[config.mk]
export PLATFORM = sky130hd
export DESIGN_NAME = wedge_output_driver_flat
export DESIGN_NICKNAME = d
export VERILOG_FILES = /design/src/rtl/wedge_output_driver_if.sv /design/src/rtl/wedge_output_driver.sv /design/src/flat_wrapper.sv
export SDC_FILE = /design/constraint.sdc
export NUM_CORES = 1
export LEC_CHECK = 0
export ABC_AREA = 1
export CORE_MARGIN = 2
export CORE_UTILIZATION = 30
export CTS_CLUSTER_DIAMETER = 50
export DETAILED_ROUTE_END_ITERATION = 6
export PLACE_DENSITY = 0.55
export SLEW_MARGIN = 10
export SYNTH_ARGS = -nofsm -noshare
export SYNTH_HDL_FRONTEND = slang
export SYNTH_SLANG_ARGS = --single-unit
export TNS_END_PERCENT = 30
[constraint.sdc]
create_clock -name clock -period 5.11 [get_ports clock]
set_input_delay 1.022 -clock clock [delete_from_list [all_inputs] [get_ports clock]]
set_output_delay 1.022 -clock clock [all_outputs]
set_load 0.005 [all_outputs]
[src/rtl/wedge_output_driver_if.sv]
// rtl/wedge_output_driver_if.sv - fitter FIFO read port and mezzanine link signals
// Ports:
//   fit_empty, fit_valid, fit_data[22:0]  fitter FIFO status and read data
//   fit_re                                FIFO read enable
//   hold_in                               downstream hold, active-high
//   link_data[22:0], link_ds_n            outgoing link word and active-low strobe
// master: the output driver; slave: the fitter FIFO plus the link receiver.
interface wedge_output_driver_if;
    logic        fit_empty;
    logic        fit_valid;
    logic [22:0] fit_data;
    logic        fit_re;
    logic        hold_in;
    logic [22:0] link_data;
    logic        link_ds_n;

    modport master (
        input  fit_empty,
        input  fit_valid,
        input  fit_data,
        input  hold_in,
        output fit_re,
        output link_data,
        output link_ds_n
    );

    modport slave (
        output fit_empty,
        output fit_valid,
        output fit_data,
        output hold_in,
        input  fit_re,
        input  link_data,
        input  link_ds_n
    );
endinterface

[src/rtl/wedge_output_driver.sv]
// rtl/wedge_output_driver.sv - pops fitted-track words into a skid buffer and strobes them onto the link
// Ports:
//   clock        system clock, rising edge
//   reset        synchronous, active-high
//   link         wedge_output_driver_if.master (FIFO read side and link side)
//   event_count  number of EE words sent, wraps
//   err_timeout  sticky: event open with no word for TIMEOUT cycles
//   err_overrun  sticky: fit_valid arrived while the skid was full
//   busy         skid non-empty, read in flight or event open
// Word format: bit 22 = EE, bit 21 = EP, [20:0] = payload.
module wedge_output_driver #(
    parameter int SKID_DEPTH = 2,
    parameter int TIMEOUT    = 1024,
    parameter int CNT_W      = 16
) (
    input  logic                 clock,
    input  logic                 reset,
    wedge_output_driver_if.master link,
    output logic [CNT_W-1:0]     event_count,
    output logic                 err_timeout,
    output logic                 err_overrun,
    output logic                 busy
);
    localparam int PTR_W = (SKID_DEPTH > 1) ? $clog2(SKID_DEPTH) : 1;
    localparam int OCC_W = $clog2(SKID_DEPTH + 1);
    localparam int TO_W  = $clog2(TIMEOUT + 1);

    localparam logic [PTR_W-1:0] LAST_PTR  = PTR_W'(SKID_DEPTH - 1);
    localparam logic [OCC_W-1:0] DEPTH_OCC = OCC_W'(SKID_DEPTH);
    localparam logic [TO_W-1:0]  TO_MAX    = TO_W'(TIMEOUT);
    localparam logic [TO_W-1:0]  TO_LAST   = TO_W'(TIMEOUT - 1);

    typedef enum logic [1:0] {ST_IDLE, ST_SEND, ST_HELD} state_t;

    state_t            state, state_next;
    logic [22:0]       skid [SKID_DEPTH];
    logic [PTR_W-1:0]  head, tail;
    logic [OCC_W-1:0]  occ;
    logic              inflight;
    logic              event_open;
    logic [TO_W-1:0]   to_cnt;

    logic              have_word, send, bypass, pop_skid, push, overrun;
    logic [22:0]       send_word;

    // Reserve one skid slot per outstanding read so the in-flight word always has a home.
    assign link.fit_re = !link.fit_empty && !link.hold_in &&
                         (({1'b0, occ} + {{OCC_W{1'b0}}, inflight}) < {1'b0, DEPTH_OCC});

    assign busy = (occ != '0) || inflight || event_open;

    always_comb begin
        have_word  = (occ != '0) || link.fit_valid;
        send       = have_word && !link.hold_in;
        // With an empty skid the arriving word goes straight out, giving the two-cycle read-to-link latency.
        bypass     = send && (occ == '0);
        pop_skid   = send && (occ != '0);
        push       = link.fit_valid && !bypass && (occ != DEPTH_OCC);
        overrun    = link.fit_valid && !bypass && (occ == DEPTH_OCC);
        send_word  = (occ != '0) ? skid[head] : link.fit_data;

        state_next = state;
        case (state)
            ST_IDLE: if (have_word) state_next = link.hold_in ? ST_HELD : ST_SEND;
            ST_SEND: begin
                if (have_word && link.hold_in)      state_next = ST_HELD;
                else if (!have_word && !inflight)   state_next = ST_IDLE;
            end
            ST_HELD: if (!link.hold_in) state_next = have_word ? ST_SEND : ST_IDLE;
            default: state_next = ST_IDLE;
        endcase
    end

    always_ff @(posedge clock) begin
        if (reset) state <= ST_IDLE;
        else       state <= state_next;
    end

    always_ff @(posedge clock) begin
        if (reset) begin
            head           <= '0;
            tail           <= '0;
            occ            <= '0;
            inflight       <= 1'b0;
            event_open     <= 1'b0;
            to_cnt         <= '0;
            event_count    <= '0;
            err_timeout    <= 1'b0;
            err_overrun    <= 1'b0;
            link.link_data <= '0;
            link.link_ds_n <= 1'b1;
        end else begin
            inflight <= link.fit_re;

            if (push) begin
                skid[tail] <= link.fit_data;
                tail       <= (tail == LAST_PTR) ? '0 : tail + PTR_W'(1);
            end
            if (pop_skid) head <= (head == LAST_PTR) ? '0 : head + PTR_W'(1);

            if (push && !pop_skid)      occ <= occ + OCC_W'(1);
            else if (!push && pop_skid) occ <= occ - OCC_W'(1);

            if (overrun) err_overrun <= 1'b1;

            if (send) begin
                link.link_data <= send_word;
                link.link_ds_n <= 1'b0;
                if (send_word[22]) begin
                    event_count <= event_count + CNT_W'(1);
                    event_open  <= 1'b0;
                end else begin
                    event_open  <= 1'b1;
                end
            end else begin
                link.link_ds_n <= 1'b1;
            end

            // Counts the idle cycles of an open event; the current strobe restarts it.
            if (!link.link_ds_n) begin
                to_cnt <= '0;
            end else if (event_open && (to_cnt != TO_MAX)) begin
                to_cnt <= to_cnt + TO_W'(1);
                if (to_cnt == TO_LAST) err_timeout <= 1'b1;
            end
        end
    end
endmodule
[src/flat_wrapper.sv]
// flat-port wrapper written by rule: the top's interface ports become plain ports
module wedge_output_driver_flat 
#(
    parameter int SKID_DEPTH = 2,
    parameter int TIMEOUT    = 1024,
    parameter int CNT_W      = 16
)
  (clock, reset, event_count, err_timeout, err_overrun, busy, link_fit_empty, link_fit_valid, link_fit_data, link_hold_in, link_fit_re, link_link_data, link_link_ds_n);
  wedge_output_driver_if link_i ();
  input  logic clock;
  input  logic reset;
  output logic [CNT_W-1:0] event_count;
  output logic err_timeout;
  output logic err_overrun;
  output logic busy;
  input wire logic [$bits(link_i.fit_empty)-1:0] link_fit_empty;
  input wire logic [$bits(link_i.fit_valid)-1:0] link_fit_valid;
  input wire logic [$bits(link_i.fit_data)-1:0] link_fit_data;
  input wire logic [$bits(link_i.hold_in)-1:0] link_hold_in;
  output wire logic [$bits(link_i.fit_re)-1:0] link_fit_re;
  output wire logic [$bits(link_i.link_data)-1:0] link_link_data;
  output wire logic [$bits(link_i.link_ds_n)-1:0] link_link_ds_n;
  assign link_i.fit_empty = link_fit_empty;
  assign link_i.fit_valid = link_fit_valid;
  assign link_i.fit_data = link_fit_data;
  assign link_i.hold_in = link_hold_in;
  assign link_fit_re = link_i.fit_re;
  assign link_link_data = link_i.link_data;
  assign link_link_ds_n = link_i.link_ds_n;
  wedge_output_driver #(.SKID_DEPTH(SKID_DEPTH), .TIMEOUT(TIMEOUT), .CNT_W(CNT_W)) u_core (.clock(clock), .reset(reset), .link(link_i), .event_count(event_count), .err_timeout(err_timeout), .err_overrun(err_overrun), .busy(busy));
endmodule
==> metrics.yaml, run 1 <==
clocking:
  cts_tree: "done"
  clk_latency_ns: 0.35
  cts.sinks: 106
  post-cts-setup-buffers: 0
  cts-resized-gates: 0
  clockRootBuffer: "clkbuf_16"
  path_clk_slew_ns: 0.07
  cts_max_level: 3
final_layout:
  clkbuf_count: 10
  area_delta_synth_final_pct: 26.2
  clk_share_pct: 4.97
  top_regs: "u_core.skid x46, u_core.link.link_data x23, u_core.event_count x16"
  largest_reg_flops: 46
  buffers: 74
  seq_area_share_pct: 46.2
  largest_class: "flip-flops and latches"
  buffer_area_share_pct: 13.1
  register_area_sq_um: 2580
  regMostFlops: "u_core.skid"
  logic_gates: 365
  combGateArea_sq_um: 1640
timing:
  grt_setup_unrepaired: "false"
  worst_slew_pin_slew_ns: 0.990
  finalCriticalPeriod_ns: 3.36
  finalHoldViolations: 0
  slew_headroom_pct: 33.8
  hold_slack_ns: 0.463
  max_freq_mhz: 297
  slew_viol_final: 0
  setup_viol: 0
  finalClockPeriodUsage_pct: 65.8
  clock_skew_ns: 0.00696
  tns_ns: 0
synthesis:
  syn_avg_cell_area_sq_um: 8.47
  top_area_cell: "edfxtp_1"
  numSynthFlops: 106
  synthCells: 523
  synthDistinctLibCells: 30
  ys_seq_share_pct: 58.3
  top_cells_by_count: "nand2_1, dfxtp_1, edfxtp_1, nor2_1, inv_1"
  yosys_cells: 523
  ys_warn_count: 0
  ys_chip_area_sq_um: 4430
  top_area_share_pct: 31.2
pwr:
  power.share.clock_pct: 29.2
  switching_share_pct: 31.4
  power.leakage_nw: 2.06
  netSwitchingPower_w: 0.000707
  peakVddDrop_mv: 0.278
  cell_internal_pwr_w: 0.00155
worst_setup_path:
  critPathBufInv: 2
  worstSetupPathType: "in -> out"
  max_stage_delay_ns: 0.56
  r2r_end: "u_core.event_count[13]"
  worstPathCellList: "clkdlybuf4s50_1, nor3_1, clkdlybuf4s50_1"
  reg2reg_depth: 10
  critical_path_arrival_ns: 2.34
  critPathMaxFanout: 5
  critical_path_required_ns: 4.09
drt:
  routed_wl_microns: 10500
  via_per_inst: 4.60
  route.detailed.drc: 0
  vias: 3584
  drtPass1Iterations: 4
  drtIter0Drc: 245
  ant_nets: 0
floorplan:
  rows: 44
  ios: 72
  die_y_microns: 126
  taps: 184
  core_sq_um: 14500
global_route:
  grt_pass1_vias: 3431
  antenna_found_initial: 0
  grt_first_pass_wirelength_microns: 17400
  overflow: 0
placed_design:
  dpl.hpwl_microns: 6660
  io_buffers: 71
  gp_congestion: 0.786
status:
  outcome: "completed"
min_path:
  hold_start: "u_core.head"
flow_run:
  maxCapViolations: 0
  tool_warnings: 27
==> run 1: metrics by stage <==
| step | utilization [%] | cell area, sq um |
|---|---|---|
| after floorplan | - | 4430 |
| after global placement | 36.7 | 5320 |
| after detailed placement | 36.7 | 5320 |
| after CTS | 38.6 | 5590 |
| after global routing | 38.6 | 5590 |
| final | 38.6 | 5590 |
==> run 1: cells by family after synthesis <==
group	count (synthesis)	share of synthesized area, %
buf+inv	52	4.86
simple gates	294	26.8
xor+xnor	6	1.19
flops	106	58.3
compound gates	61	7.71
fa+ha+maj	4	1.13
==> run 1: worst max-delay path by stage <==
| stage | depth (start not counted) | endpoint |
|---|---|---|
| floorplan | 5 | u_core.skid[1][0] |
| global placement | 3 | link_fit_re |
| detailed placement | 3 | link_fit_re |
| CTS | 3 | link_fit_re |
| global route | 3 | link_fit_re |
| finish | 3 | link_fit_re |
==> run 1: layer usage <==
metal / vias to the layer above / wire [microns] / global-route usage, %
met5: - / 0 / 0
met4: 0 / 129 / 4.31
met3: 10 / 549 / 3.64
met2: 89 / 4930 / 22.6
met1: 1645 / 4880 / 17.7
li1: 1840 / - / -
==> run 1: power groups by stage <==
stage	combinational, W	sequential [W]	clock (W)
floorplan	0.000313	0.00107	0
CTS	0.000532	0.00107	0.000684
global route	0.000594	0.00109	0.000709
finish	0.000522	0.00107	0.000659
detailed placement	0.000528	0.00109	0
global placement	0.000519	0.00109	0
==> run 1: worst register-to-register path, cell delays in order, from the launching register on <==
cell,delay (ns)
dfxtp_1,0.95
inv_2,0.42
nand2_1,0.15
nand2_1,0.07
nand2_2,0.07
nand2_2,0.23
inv_1,0.27
nor2_1,0.09
nand2_1,0.06
nand2_1,0.04
nor2_1,0.10
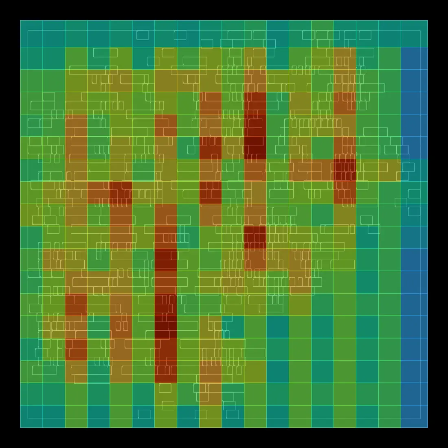
(run_1/final_congestion.png)
Total GRT Usage: 13.8%
drt wl/cell: 13.5 microns
M1 GR Usage: 17.7%

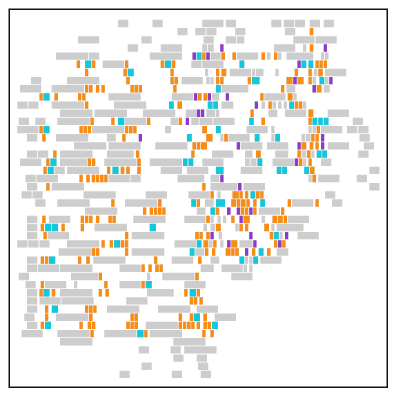
(run_1/gate_families.png)
(3 px per micron)
| colour | family | cells | most used |
|---|---|---|---|
| cyan | inverting AOI/OAI gates | 61 | a21oi_1 |
| purple | inverters | 34 | inv_1 |
| orange | NAND gates | 235 | nand2_1 |
Top cell excl fill/tap: nand2_1
Non-Filler Instances: 779
logic share of the area: 29.4%

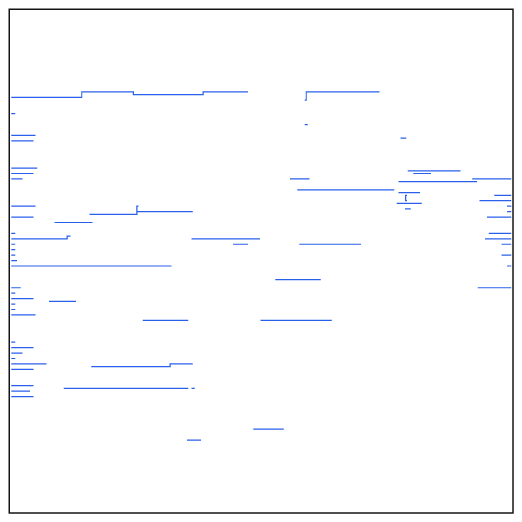
(run_1/met3.png)
(4 px per micron)
wire length on this layer: 550 microns
share of all routed wire: 5.2%
nets with wire on the layer: 59

==> run_1/drive_strength.png <==
(3 px per micron)
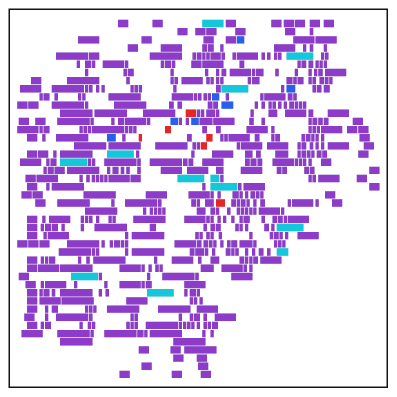

==> inputs of run 2 (changes only) <==
Settings changed: PLACE_DENSITY 0.55 to 0.57.
Clock period 5.11 ns to 3.03 ns, I/O delays scaled along.
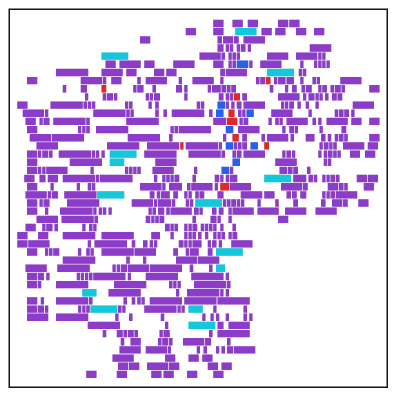
(run_2/drive_strength.png)
(3 px per micron)
| colour | size | cells | share |
|---|---|---|---|
| blue | drive 3 to 4 | 9 | 1.5% |
| purple | drive 1 or less | 568 | 95% |
| red | drive 2 | 9 | 1.5% |
| cyan | drive 6 and up | 14 | 2.3% |

==> run 2 against run 1 <==
Against the previous run:
- clock skew rose by 0.0013 ns
- total power rose by 71%
- via count rose by 0.53%
- sequential cell count did not move
- clock power rose by 73%
- non-clock buffer count rose by 5
- utilization rose by 0.35 points
- die area did not move
- routed wire length fell by 0.73%
- critical endpoint unchanged
- largest power group unchanged
==> metrics.yaml, run 2 <==
final_layout:
  regMostFlops: "u_core.skid"
  layout.cells.most_common: "nand2_1"
  area_delta_synth_final_pct: 27.3
  top_regs: "u_core.skid x46, u_core.link.link_data x23, u_core.event_count x16"
drt:
  wl_met2_microns: 4940  # about the same
  wl_met1_microns: 4800  # -1.7%
  route.detailed.drc: 0  # unchanged
  vias: 3603  # +0.53%
  post_drt_wl_per_cell_microns: 13.3  # -1.4%
  ant_nets: 0  # unchanged
  drtIter0Drc: 226  # -7.8%
  met3WireLength_microns: 410  # -25%
  routed_wl_microns: 10400  # -0.73%
synthesis:
  ys_sh_simple_pct: 26.8  # unchanged
  synthMuxAreaShare_pct: 0  # unchanged
  top_area_share_pct: 31.2  # unchanged
  ys_seq_share_pct: 58.3  # unchanged
  yosys_cells: 523  # unchanged
  numSynthFlops: 106  # unchanged
  top_area_cell: "edfxtp_1"
  synthCells: 523  # unchanged
  ys_warn_count: 0  # unchanged
  synthAoiAreaFrac_pct: 7.71  # unchanged
  fa_ha_area_share_pct: 1.13  # unchanged
  synthDistinctLibCells: 30  # unchanged
  syn_avg_cell_area_sq_um: 8.47  # unchanged
  synth-xor-area-share_pct: 1.19  # unchanged
clocking:
  clockRootBuffer: "clkbuf_16"
  post-cts-setup-buffers: 0  # unchanged
  clk_latency_ns: 0.35  # about the same
  cts_max_level: 3  # unchanged
  cts.sinks: 106  # unchanged
  cts-resized-gates: 0  # unchanged
timing:
  clock_skew_ns: 0.00826  # +0.00130 ns
  finalHoldViolations: 0  # unchanged
  worst_slew_pin_slew_ns: 0.791  # -0.199 ns
  slew_viol_final: 0  # unchanged
  slew_headroom_pct: 47.1  # +13 points
  finalCriticalPeriod_ns: 2.54
  tns_ns: 0  # unchanged
  setup_viol: 0  # unchanged
  finalClockPeriodUsage_pct: 83.8
pwr:
  power.leakage_nw: 2.10  # +2.0%
  power_clock_w: 0.00114  # +73%
  power_leader: "sequential cells"
  cell_internal_pwr_w: 0.00268  # +73%
placed_design:
  io_buffers: 71  # unchanged
  dpl.hpwl_microns: 6880  # +3.3%
  gp_congestion: 0.830  # +5.7%
worst_setup_path:
  critical_path_required_ns: 2.42  # -1.67 ns
  critPathMaxFanout: 5  # unchanged
  reg2reg_depth: 11  # +1
  critical_path_arrival_ns: 1.93  # -0.41 ns
global_route:
  grt_first_pass_wirelength_microns: 17200  # -1.3%
  met2_usage_pct: 22.2  # -0.45 points
  met3_usage_pct: 3.21  # -0.43 points
  grt_pass1_vias: 3538  # +3.1%
flow_run:
  maxCapViolations: 0  # unchanged
  tool_warnings: 27  # unchanged
status:
  outcome: "completed"
floorplan:
  die_y_microns: 126  # unchanged
  ios: 72  # unchanged
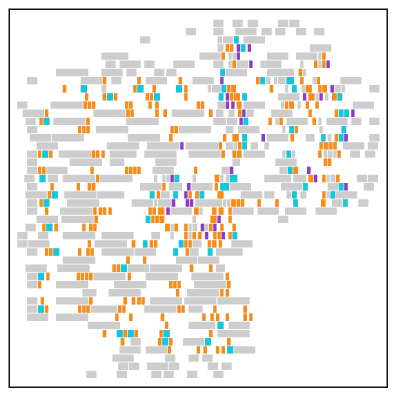
(run_2/gate_families.png)
(3 px per micron)
| colour | family | cells | most used |
|---|---|---|---|
| purple | inverters | 34 | inv_1 |
| cyan | inverting AOI/OAI gates | 61 | a21oi_1 |
| orange | NAND gates | 235 | nand2_1 |
Non-Filler Instances: 784
logic share of the area: 29.1%

==> run 2: cell count changes in the layout (fill, tap and decap cells not counted) <==
cell | before | now
clkinvlp_4 | 1 | 0
clkinv_4 | 2 | 0
clkinv_2 | 0 | 3
clkbuf_8 | 0 | 3
clkinv_1 | 1 | 0
clkbuf_1 | 1 | 0
inv_8 | 1 | 0
buf_4 | 3 | 8
==> run 2: cell type report <==
type                       instances  area, sq um  area share, %
inverter                          34          128           2.26
multi-input combinational        365         1640           29.1
clock inverter                     4         23.8          0.421
tap                              184          230           4.08
sequential                       106         2580           45.8
clock buffer                      12          267           4.72
timing repair buffer              79          771           13.7
==> run 2: worst max-delay path by stage <==
stage | from | endpoint | slack [ns]
5_1_grt | link_hold_in | link_fit_re | 0.38
3_3_place_gp | link_hold_in | u_core.occ[1] | 0.48
3_5_place_dp | link_hold_in | u_core.occ[1] | 0.36
4_1_cts | link_hold_in | link_fit_re | 0.48
6_report | link_hold_in | link_fit_re | 0.49
2_1_floorplan | link_fit_valid | u_core.skid[1][0] | 0.10
==> run 2: worst max-delay path, stage by stage <==
cell,delay (ns)
clkdlybuf4s50_1,0.56
nor3_1,0.24
clkdlybuf4s50_1,0.53
==> run 2: stage by stage <==
stage	util, %	area (sq um)	power, W	hold WS [ns]
finish	39.0	5640	0.00385	0.459
global route	39.0	5640	0.00408	0.471
CTS	39.0	5640	0.00391	0.460
detailed placement	37.0	5350	0.00275	0.447
global placement	37.0	5350	0.00273	0.436
floorplan	-	4430	0.00233	0.426
==> run 2: cell families after synthesis <==
logic type               after synthesis
AND-OR/OR-AND                         61
AND/OR/NAND/NOR                      294
adder cells (fa/ha/maj)                4
buffers and inverters                 52
flip-flops                           106
XOR/XNOR                               6
==> run_2/cell_classes.png <==
(3 px per micron) Fill, decap, tap and diode cells in grey.
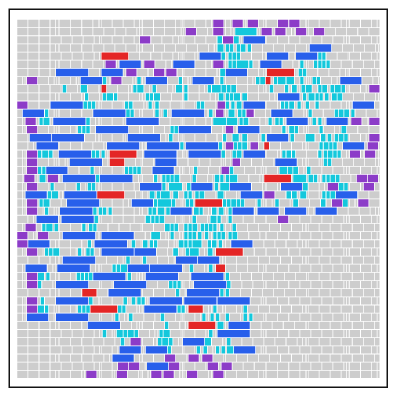

==> inputs of run 3 (changes only) <==
Clock period 3.03 ns to 2.3 ns, I/O delays scaled along.
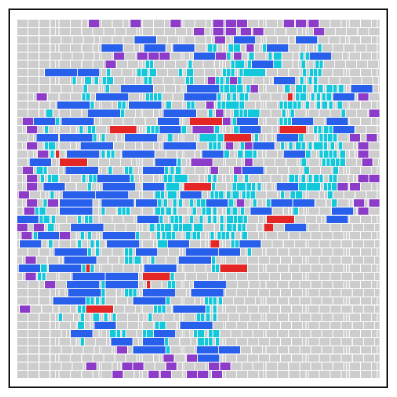
(run_3/cell_classes.png)
(3 px per micron) Fill, decap, tap and diode cells in grey.
| colour | class | cells | share of their area |
|---|---|---|---|
| purple | other buffers and delay cells | 87 | 16% |
| cyan | all other logic | 399 | 32% |
| blue | flip-flops | 106 | 47% |
| red | clock drivers and dummy loads | 16 | 5.3% |
flop share of the area: 45.0%
FP Rows: 44
design area: 5730 sq um
final core utilization: 39.6%
core area: 14,500 sq um

==> run 3 against run 2 <==
Against the previous run:
- synthesized cell count unchanged
- critical path type unchanged
- cell count increased by 1.0%
- synthesized area unchanged
- non-clock buffer count increased by 8
- worst setup slack got worse by 0.29 ns
- global-route usage decreased by 0.12 points
- highest routed layer unchanged
- sequential power increased by 32%
- critical path depth unchanged
==> metrics.yaml, run 3 <==
synthesis:
  ys_warn_count: 0  # unchanged
  top_area_cell: "edfxtp_1"
  ys_sh_simple_pct: 26.8  # unchanged
  synthMuxAreaShare_pct: 0  # unchanged
  top_area_share_pct: 31.2  # unchanged
  synthAoiAreaFrac_pct: 7.71  # unchanged
  synth-xor-area-share_pct: 1.19  # unchanged
  fa_ha_area_share_pct: 1.13  # unchanged
  numSynthFlops: 106  # unchanged
  yosys_cells: 523  # unchanged
  syn_avg_cell_area_sq_um: 8.47  # unchanged
status:
  outcome: "completed"
worst_setup_path:
  reg2reg_depth: 9  # -2
  critical_path_required_ns: 1.84  # -0.58 ns
  max_stage_delay_ns: 0.53  # -0.03 ns
  slowest_stage: "clkdlybuf4s50_1"
  critical_path_arrival_ns: 1.64  # -0.29 ns
  worstPathCellList: "clkdlybuf4s50_1, nor3_1, clkdlybuf4s50_1"
  crit_top_cell: "clkdlybuf4s50_1"
final_layout:
  area_delta_synth_final_pct: 29.4
  combGateArea_sq_um: 1650  # +0.38%
  layout.cells.most_common: "nand2_1"
  top_regs: "u_core.skid x46, u_core.link.link_data x23, u_core.event_count x16"
  register_area_sq_um: 2580  # unchanged
  regMostFlops: "u_core.skid"
floorplan:
  ios: 72  # unchanged
timing:
  finalCriticalPeriod_ns: 2.10
  finalHoldViolations: 0  # unchanged
  finalClockPeriodUsage_pct: 91.2
  tns_ns: 0  # unchanged
  slew_viol_final: 0  # unchanged
  clock_skew_ns: 0.00638  # -0.00188 ns
  slew_headroom_pct: 70.7  # +24 points
  setup_viol: 0  # unchanged
placed_design:
  io_buffers: 71  # unchanged
  dpl.hpwl_microns: 7040  # +2.3%
  dpl_cell_area_sq_um: 5440  # +1.7%
  gp_congestion: 0.819  # -1.4%
flow_run:
  tool_warnings: 27  # unchanged
clocking:
  post-cts-setup-buffers: 0  # unchanged
  clk_latency_ns: 0.35  # about the same
  clockRootBuffer: "clkbuf_16"
  cts-resized-gates: 0  # unchanged
  cts.sinks: 106  # unchanged
drt:
  ant_nets: 0  # unchanged
  routed_wl_microns: 10300  # -0.94%
  vias: 3680  # +2.1%
  drtIter0Drc: 197  # -13%
  route.detailed.drc: 0  # unchanged
  post_drt_wl_per_cell_microns: 13.0  # -1.9%
global_route:
  grt_first_pass_wirelength_microns: 17300  # +1.0%
  grt_pass1_vias: 3615  # +2.2%
pwr:
  power.leakage_nw: 2.14  # +2.0%
  finalPower_w: 0.00514  # +34%
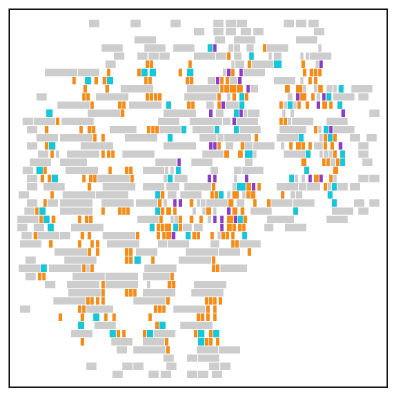
(run_3/gate_families.png)
(3 px per micron)
| colour | family | cells | most used |
|---|---|---|---|
| orange | NAND gates | 235 | nand2_1 |
| cyan | inverting AOI/OAI gates | 61 | a21oi_1 |
| purple | inverters | 34 | inv_1 |
Non-Filler Instances: 792
logic share of the area: 28.7%

run 3: cell types whose count changed in the layout (fill, tap and decap cells not counted), sizes merged:
cell    previous run  this run
inv               35        36
buf                8        16
clkinv             3         1
bufinv             0         1
run 3: power by group:
| part | switching, W | leakage (nW) | internal (W) | total, W |
|---|---|---|---|---|
| Combinational | 0.000731 | 1.09 | 0.000546 | 0.00128 |
| Clock | 0.000670 | 0.142 | 0.000852 | 0.00152 |
| Sequential | 0.000133 | 0.909 | 0.00221 | 0.00234 |
run 3: layout make-up:
| cell class | instances | area share, % |
|---|---|---|
| sequential | 106 | 45.0 |
| multi-input combinational | 365 | 28.7 |
| timing repair buffer | 87 | 14.9 |
| clock buffer | 12 | 4.12 |
| tap | 184 | 4.02 |
| inverter | 34 | 2.23 |
| clock inverter | 4 | 0.917 |
run 3: layer usage:
layer  vias to the layer above  global-route usage, %  routed length [microns]
li1                       1864                      -                        -
met1                      1748                   16.3                     4740
met2                        57                   23.9                     5090
met3                        11                   3.94                      384
met4                         0                   3.59                      109
met5                         -                      0                        0
run 3: final timing paths:
path / start / end / slack [ns]
worst max-delay path: link_hold_in / link_fit_re / 0.20
worst min-delay path: u_core.err_overrun / u_core.err_overrun / 0.45
worst max register to register: u_core.occ[0] / u_core.occ[1] / 0.51
worst min register to register: u_core.err_overrun / u_core.err_overrun / 0.45
run 3: through the flow:
step,hold WS [ns],utilization [%],cells
global route,0.489,39.6,792
global placement,0.432,37.6,776
finish,0.452,39.6,792
detailed placement,0.444,37.6,776
CTS,0.454,39.6,792
floorplan,0.426,-,523
run 3: critical path: cells and delay by family:
kind,cells,cell delay [ns]
buf+inv,2,0.97
simple gates,1,0.21
Power and IR drop assume default switching activity.
